## config.mk

```make
export PLATFORM = sky130hd
export DESIGN_NAME = memory_arbiter_flat
export DESIGN_NICKNAME = d
export VERILOG_FILES = /design/src/rtl/cpu_types_pkg.sv /design/src/rtl/memory_arbiter_if.sv /design/src/rtl/mem_arb_fair_ctr.sv /design/src/rtl/memory_arbiter.sv /design/src/flat_wrapper.sv
export SDC_FILE = /design/constraint.sdc
export NUM_CORES = 1
export LEC_CHECK = 0
export ABC_AREA = 1
export CORE_AREA = 2 2 102 104
export CTS_CLUSTER_DIAMETER = 40
export CTS_CLUSTER_SIZE = 25
export DETAILED_ROUTE_END_ITERATION = 7
export DIE_AREA = 0 0 104 106
export PLACE_DENSITY = 0.68
export SLEW_MARGIN = 30
export SYNTH_ARGS = -nofsm -noshare
export SYNTH_HDL_FRONTEND = slang
export SYNTH_SLANG_ARGS = --single-unit
```

## constraint.sdc

```tcl
create_clock -name CLK -period 3.7 [get_ports CLK]
set_input_delay 0.74 -clock CLK [delete_from_list [all_inputs] [get_ports CLK]]
set_output_delay 0.74 -clock CLK [all_outputs]
set_load 0.005 [all_outputs]
```

## src/rtl/cpu_types_pkg.sv

```systemverilog
// Shared CPU types: word, RAM handshake state and arbiter FSM state.
package cpu_types_pkg;

    localparam int unsigned WORD_W             = 32;
    localparam int unsigned FAIR_LIMIT_DEFAULT = 4;

    typedef logic [WORD_W-1:0] word_t;

    typedef enum logic [1:0] {
        FREE   = 2'd0,
        BUSY   = 2'd1,
        ACCESS = 2'd2,
        ERROR  = 2'd3
    } ramstate_t;

    typedef enum logic [1:0] {
        IDLE    = 2'd0,
        SERVE_I = 2'd1,
        SERVE_D = 2'd2
    } arb_state_t;

endpackage

```

## src/rtl/memory_arbiter_if.sv

```systemverilog
// Request/RAM bundle between the CPU datapath, the RAM and the memory arbiter.
interface memory_arbiter_if;
    import cpu_types_pkg::*;

    logic      iREN;
    word_t     iaddr;
    logic      dREN;
    logic      dWEN;
    word_t     daddr;
    word_t     dstore;
    ramstate_t ramstate;
    word_t     ramload;
    logic      ramREN;
    logic      ramWEN;
    word_t     ramaddr;
    word_t     ramstore;
    logic      ihit;
    logic      dhit;
    word_t     iload;
    word_t     dload;

    modport arb (
        input  iREN, iaddr, dREN, dWEN, daddr, dstore, ramstate, ramload,
        output ramREN, ramWEN, ramaddr, ramstore, ihit, dhit, iload, dload
    );

    modport tb (
        output iREN, iaddr, dREN, dWEN, daddr, dstore, ramstate, ramload,
        input  ramREN, ramWEN, ramaddr, ramstore, ihit, dhit, iload, dload
    );

endinterface

```

## src/rtl/mem_arb_fair_ctr.sv

```systemverilog
// Counts data grants made while fetch waits; flags when fetch must be forced.
module mem_arb_fair_ctr
    import cpu_types_pkg::*;
#(
    parameter int unsigned LIMIT = FAIR_LIMIT_DEFAULT
) (
    input  logic clk,
    input  logic rst,
    input  logic inc,
    input  logic clr,
    output logic at_limit_c
);

    localparam int unsigned CNT_W = $clog2(LIMIT + 1);

    logic [CNT_W-1:0] count;

    // Consecutive starved-fetch data grant count, saturating at LIMIT.
    always_ff @(posedge clk or posedge rst) begin
        if (rst) begin
            count <= '0;
        end else if (clr) begin
            count <= '0;
        end else if (inc && !at_limit_c) begin
            count <= count + CNT_W'(1);
        end
    end

    assign at_limit_c = (count == CNT_W'(LIMIT));

endmodule

```

## src/rtl/memory_arbiter.sv

```systemverilog
// Single-port RAM arbiter: data path wins by default, fetch served otherwise.
// Grant is held until the RAM reports ACCESS; hits and load data are
// combinational so the winner sees them in the completing cycle.
// Optional fairness: define MEM_ARB_FAIR_EN to force a fetch grant after
// FAIR_LIMIT consecutive data grants made while fetch was pending.
module memory_arbiter
    import cpu_types_pkg::*;
#(
    parameter int unsigned FAIR_LIMIT = FAIR_LIMIT_DEFAULT
) (
    input  logic             CLK,
    input  logic             RST,
    memory_arbiter_if.arb    bus
);

    // A zero limit would let fetch always beat data.
    if (FAIR_LIMIT == 0) begin : g_fair_limit_check
        $error("memory_arbiter: FAIR_LIMIT must be at least 1");
    end

    arb_state_t state;
    arb_state_t next_state;
    logic       d_req_c;
    logic       fetch_forced_c;

    assign d_req_c = bus.dREN | bus.dWEN;

`ifdef MEM_ARB_FAIR_EN
    logic fair_inc_c;
    logic fair_clr_c;
    logic fair_at_limit_c;

    // Count data grants that leave fetch waiting; clear on fetch grant or no fetch demand.
    always_comb begin
        fair_inc_c = (state == IDLE) && (next_state == SERVE_D) && bus.iREN;
        fair_clr_c = (state == IDLE) && ((next_state == SERVE_I) || !bus.iREN);
    end

    mem_arb_fair_ctr #(
        .LIMIT      (FAIR_LIMIT)
    ) u_fair_ctr (
        .clk        (CLK),
        .rst        (RST),
        .inc        (fair_inc_c),
        .clr        (fair_clr_c),
        .at_limit_c (fair_at_limit_c)
    );

    assign fetch_forced_c = bus.iREN && fair_at_limit_c;
`else
    assign fetch_forced_c = 1'b0;
`endif

    // Arbiter state register; reset aborts any in-flight RAM access.
    always_ff @(posedge CLK or posedge RST) begin
        if (RST) begin
            state <= IDLE;
        end else begin
            state <= next_state;
        end
    end

    // Grant selection, RAM strobes and completion handling.
    always_comb begin
        next_state   = state;
        bus.ramREN   = 1'b0;
        bus.ramWEN   = 1'b0;
        bus.ramaddr  = '0;
        bus.ramstore = '0;
        bus.ihit     = 1'b0;
        bus.dhit     = 1'b0;
        bus.iload    = '0;
        bus.dload    = '0;

        case (state)
            IDLE: begin
                if (d_req_c && !fetch_forced_c) begin
                    next_state = SERVE_D;
                end else if (bus.iREN) begin
                    next_state = SERVE_I;
                end
            end

            SERVE_D: begin
                if (!d_req_c) begin
                    // Flushed or halted: drop the access without a hit.
                    next_state = IDLE;
                end else begin
                    bus.ramaddr  = bus.daddr;
                    bus.ramWEN   = bus.dWEN;
                    bus.ramREN   = bus.dREN & ~bus.dWEN;
                    bus.ramstore = bus.dstore;
                    if (bus.ramstate == ACCESS) begin
                        bus.dhit   = 1'b1;
                        bus.dload  = bus.ramload;
                        next_state = IDLE;
                    end
                end
            end

            SERVE_I: begin
                if (!bus.iREN) begin
                    next_state = IDLE;
                end else begin
                    bus.ramaddr = bus.iaddr;
                    bus.ramREN  = 1'b1;
                    if (bus.ramstate == ACCESS) begin
                        bus.ihit   = 1'b1;
                        bus.iload  = bus.ramload;
                        next_state = IDLE;
                    end
                end
            end

            default: begin
                next_state = IDLE;
            end
        endcase
    end

endmodule
```

## src/flat_wrapper.sv

```systemverilog
// flat-port wrapper written by rule: the top's interface ports become plain ports
module memory_arbiter_flat import cpu_types_pkg::*;
#(
    parameter int unsigned FAIR_LIMIT = FAIR_LIMIT_DEFAULT
)
  (CLK, RST, bus_iREN, bus_iaddr, bus_dREN, bus_dWEN, bus_daddr, bus_dstore, bus_ramstate, bus_ramload, bus_ramREN, bus_ramWEN, bus_ramaddr, bus_ramstore, bus_ihit, bus_dhit, bus_iload, bus_dload);
  memory_arbiter_if bus_i ();
  input  logic CLK;
  input  logic RST;
  input wire logic [$bits(bus_i.iREN)-1:0] bus_iREN;
  input wire logic [$bits(bus_i.iaddr)-1:0] bus_iaddr;
  input wire logic [$bits(bus_i.dREN)-1:0] bus_dREN;
  input wire logic [$bits(bus_i.dWEN)-1:0] bus_dWEN;
  input wire logic [$bits(bus_i.daddr)-1:0] bus_daddr;
  input wire logic [$bits(bus_i.dstore)-1:0] bus_dstore;
  input wire logic [$bits(bus_i.ramstate)-1:0] bus_ramstate;
  input wire logic [$bits(bus_i.ramload)-1:0] bus_ramload;
  output wire logic [$bits(bus_i.ramREN)-1:0] bus_ramREN;
  output wire logic [$bits(bus_i.ramWEN)-1:0] bus_ramWEN;
  output wire logic [$bits(bus_i.ramaddr)-1:0] bus_ramaddr;
  output wire logic [$bits(bus_i.ramstore)-1:0] bus_ramstore;
  output wire logic [$bits(bus_i.ihit)-1:0] bus_ihit;
  output wire logic [$bits(bus_i.dhit)-1:0] bus_dhit;
  output wire logic [$bits(bus_i.iload)-1:0] bus_iload;
  output wire logic [$bits(bus_i.dload)-1:0] bus_dload;
  assign bus_i.iREN = bus_iREN;
  assign bus_i.iaddr = bus_iaddr;
  assign bus_i.dREN = bus_dREN;
  assign bus_i.dWEN = bus_dWEN;
  assign bus_i.daddr = bus_daddr;
  assign bus_i.dstore = bus_dstore;
  assign bus_i.ramstate = bus_ramstate;
  assign bus_i.ramload = bus_ramload;
  assign bus_ramREN = bus_i.ramREN;
  assign bus_ramWEN = bus_i.ramWEN;
  assign bus_ramaddr = bus_i.ramaddr;
  assign bus_ramstore = bus_i.ramstore;
  assign bus_ihit = bus_i.ihit;
  assign bus_dhit = bus_i.dhit;
  assign bus_iload = bus_i.iload;
  assign bus_dload = bus_i.dload;
  memory_arbiter #(.FAIR_LIMIT(FAIR_LIMIT)) u_core (.CLK(CLK), .RST(RST), .bus(bus_i));
endmodule
```

==> run_results.csv <==
group,metric,value,unit
synth,simple_gate_share,51.2,%
setup_path,setup.worst_path.start_class,"input pin",
synth,fp_nets,455,
route,antenna_left,0,
cells_and_area,instances_no_fill,707,
timing,drv_slew,0,
setup_path,r2r_cells,9,
die,chipArea,0.0110,mm²
synth,yosys_area,0.00142,mm²
setup_path,crit_chain,"clkdlybuf4s50_1, nand2_1, inv_1, buf_4, nand2_1, a21oi_1, clkdlybuf4s50_1",
cells_and_area,post-route-util,42.0,%
clock_tree,root_buffer,"clkbuf_8",
die,num_io_pins,267,
timing,period_needed,3.50,ns
cells_and_area,largest_reg_flops,2,
placement,gp_congestion,0.883,
power_and_ir_drop,net-switching-power,517,µW
hold_path,hold_path.class,"reg -> reg",
synth,ys_cells,316,
setup_path,cp.depth,7,
cells_and_area,area_growth,197,%
power_and_ir_drop,swShare,43.7,%
cells_and_area,insertedDiodeCount,0,
cells_and_area,final_nets,712,
synth,syn_inst,316,
route,wire_per_inst,11.8,µm
clock_tree,insertion_delay,0.21,ns
status,outcome,"completed",
synth,synth_top_cell_by_area,"nor2_1",
die,chipWidth,104,µm
job,maxCapViolations,0,
cells_and_area,clock_buffer_count,3,
cells_and_area,seq_cells,2,
setup_path,critPathLaunch,"bus_iREN",
setup_path,critPathSlowestCell,"clkdlybuf4s50_1",
synth,ys_top_logic_family,"simple AND/OR/NAND/NOR gates",
timing,fin_hold_ws,0.553,ns
cells_and_area,stdcell_area,0.00420,mm²
cells_and_area,fillers,1061,
placement,io_buffers,266,
synth,ys_ff,2,
power_and_ir_drop,p_leak,0.00185,µW
route,drtIter0Drc,94,
timing,worst_slew_pin_slew,0.518,ns
synth,synth.avg_cell_area,4.48,µm²
placement,place_hpwl,7.05,mm
power_and_ir_drop,power,1180,µW
power_and_ir_drop,seqPwrFrac,3.5,%
setup_path,worstReg2RegEnd,"u_core.state[1]$_DFFE_PP0P_",
cells_and_area,mostFrequentLayoutCell,"clkdlybuf4s50_1",
synth,mux_share,0,%
cells_and_area,nonClockInverterCount,74,
clock_tree,post_cts_buffers,0,
synth,synth_seq_share,3.53,%
timing,hold_viol,0,
job,warnings,29,
die,die_h,106,µm
power_and_ir_drop,combPwrFrac,89.0,%
placement,place_inst,704,
timing,rsz0062_at_grt,"no",
die,num_tap_cells,136,
cells_and_area,drive_above_1_share,3.85,%
cells_and_area,layout.area.top_class,"non-clock buffers",
grt,grt_pass1_wl,12.4,mm
setup_path,cp.arrival,2.76,ns
synth,synthDominantCellAreaShare,24.1,%
power_and_ir_drop,ir_drop,0.161,mV
clock_tree,cts_tree,"yes",
setup_path,path_class,"in -> out",
hold_path,hold_end,"u_core.state[1]$_DFFE_PP0P_",
clock_tree,holdBufCountCts,0,
grt,grt-ovfl-total,0,
cells_and_area,clock_tree_area_fraction,0.983,%
clock_tree,clock_sinks,2,
clock_tree,htree_levels,1,
[run 1: cell families (layout without fill, tap and decap cells)]
kind of cell | after synthesis | after routing
compound gates | 35 | 35
fa+ha+maj | 4 | 4
buf+inv | 92 | 347
flops | 2 | 2
simple gates | 183 | 183
[run 1: synthesized netlist by cell type]
library cell	instances
a21oi_1	33
buf_2	9
buf_6	6
clkbuf_1	3
dfrtp_1	2
ha_1	4
inv_1	73
inv_4	1
nand2_1	79
nand2_4	1
nand3b_1	1
nor2_1	91
nor2_2	11
o21ai_0	1
o21ai_4	1
[run 1: per-layer routing]
metal	part of all wire [%]	track usage, %	wire (µm)	vias up
met5	0	0	0	-
met4	2.7	5.12	227	0
met3	7.9	3.62	655	18
met2	53	27.2	4440	122
met1	36	13.5	2990	1162
li1	-	-	-	1403
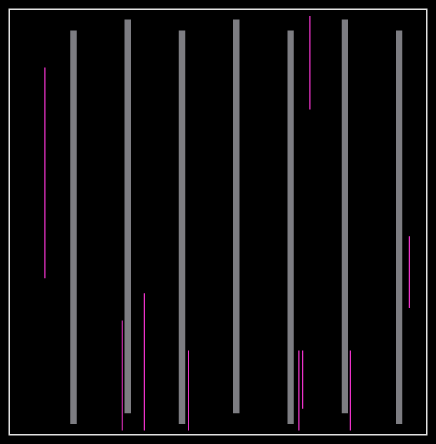
Run 1: M4 wires
(4 px per µm) Supply wires on this layer in gray.
nets with wire on the layer: 9
longest straight run: 52.4 µm
WL final: 8.31 mm
Vias: 2705

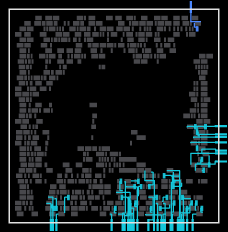
Run 1: wires at chosen ports, followed through buffers
(2 px per µm)
| color | port | direction | end cells | wire |
|---|---|---|---|---|
| blue | `bus_dhit` | output | 1 | 14.3 µm |
| cyan | `bus_dstore` | input | 32 | 589 µm |

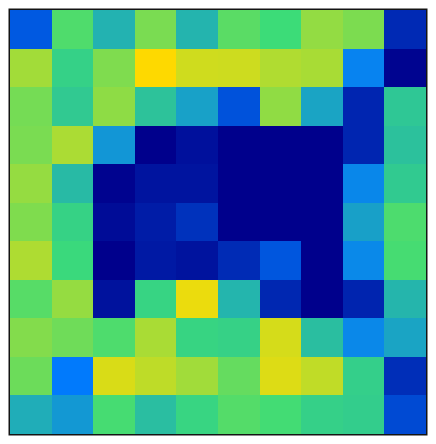
Run 1: placement density heat map
(4 px per µm) 10 x 11 tiles, from dark blue (low) to red (high), 0 to 100% covered.
tiles over 75% full: 0.90%
mean over tiles: 37%
densest ninth of the die: south
fullest tile: 75%
Core ar.: 0.0100 mm²
FP Util: 14.2%

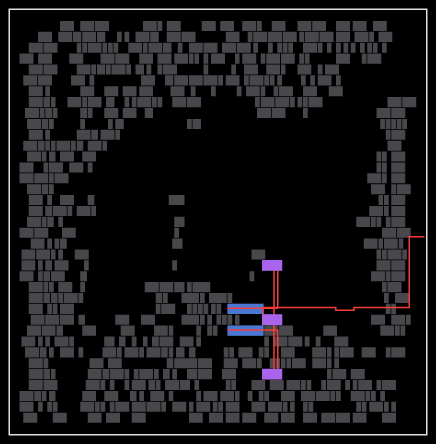
Run 1: routed clock nets over the placement
(4 px per µm)
[red] clock wires | length: 141 µm
[purple] clock-net drivers | count: 3
[blue] flip-flops | count: 2
routed clock nets: 4

Power and IR drop assume default switching activity.
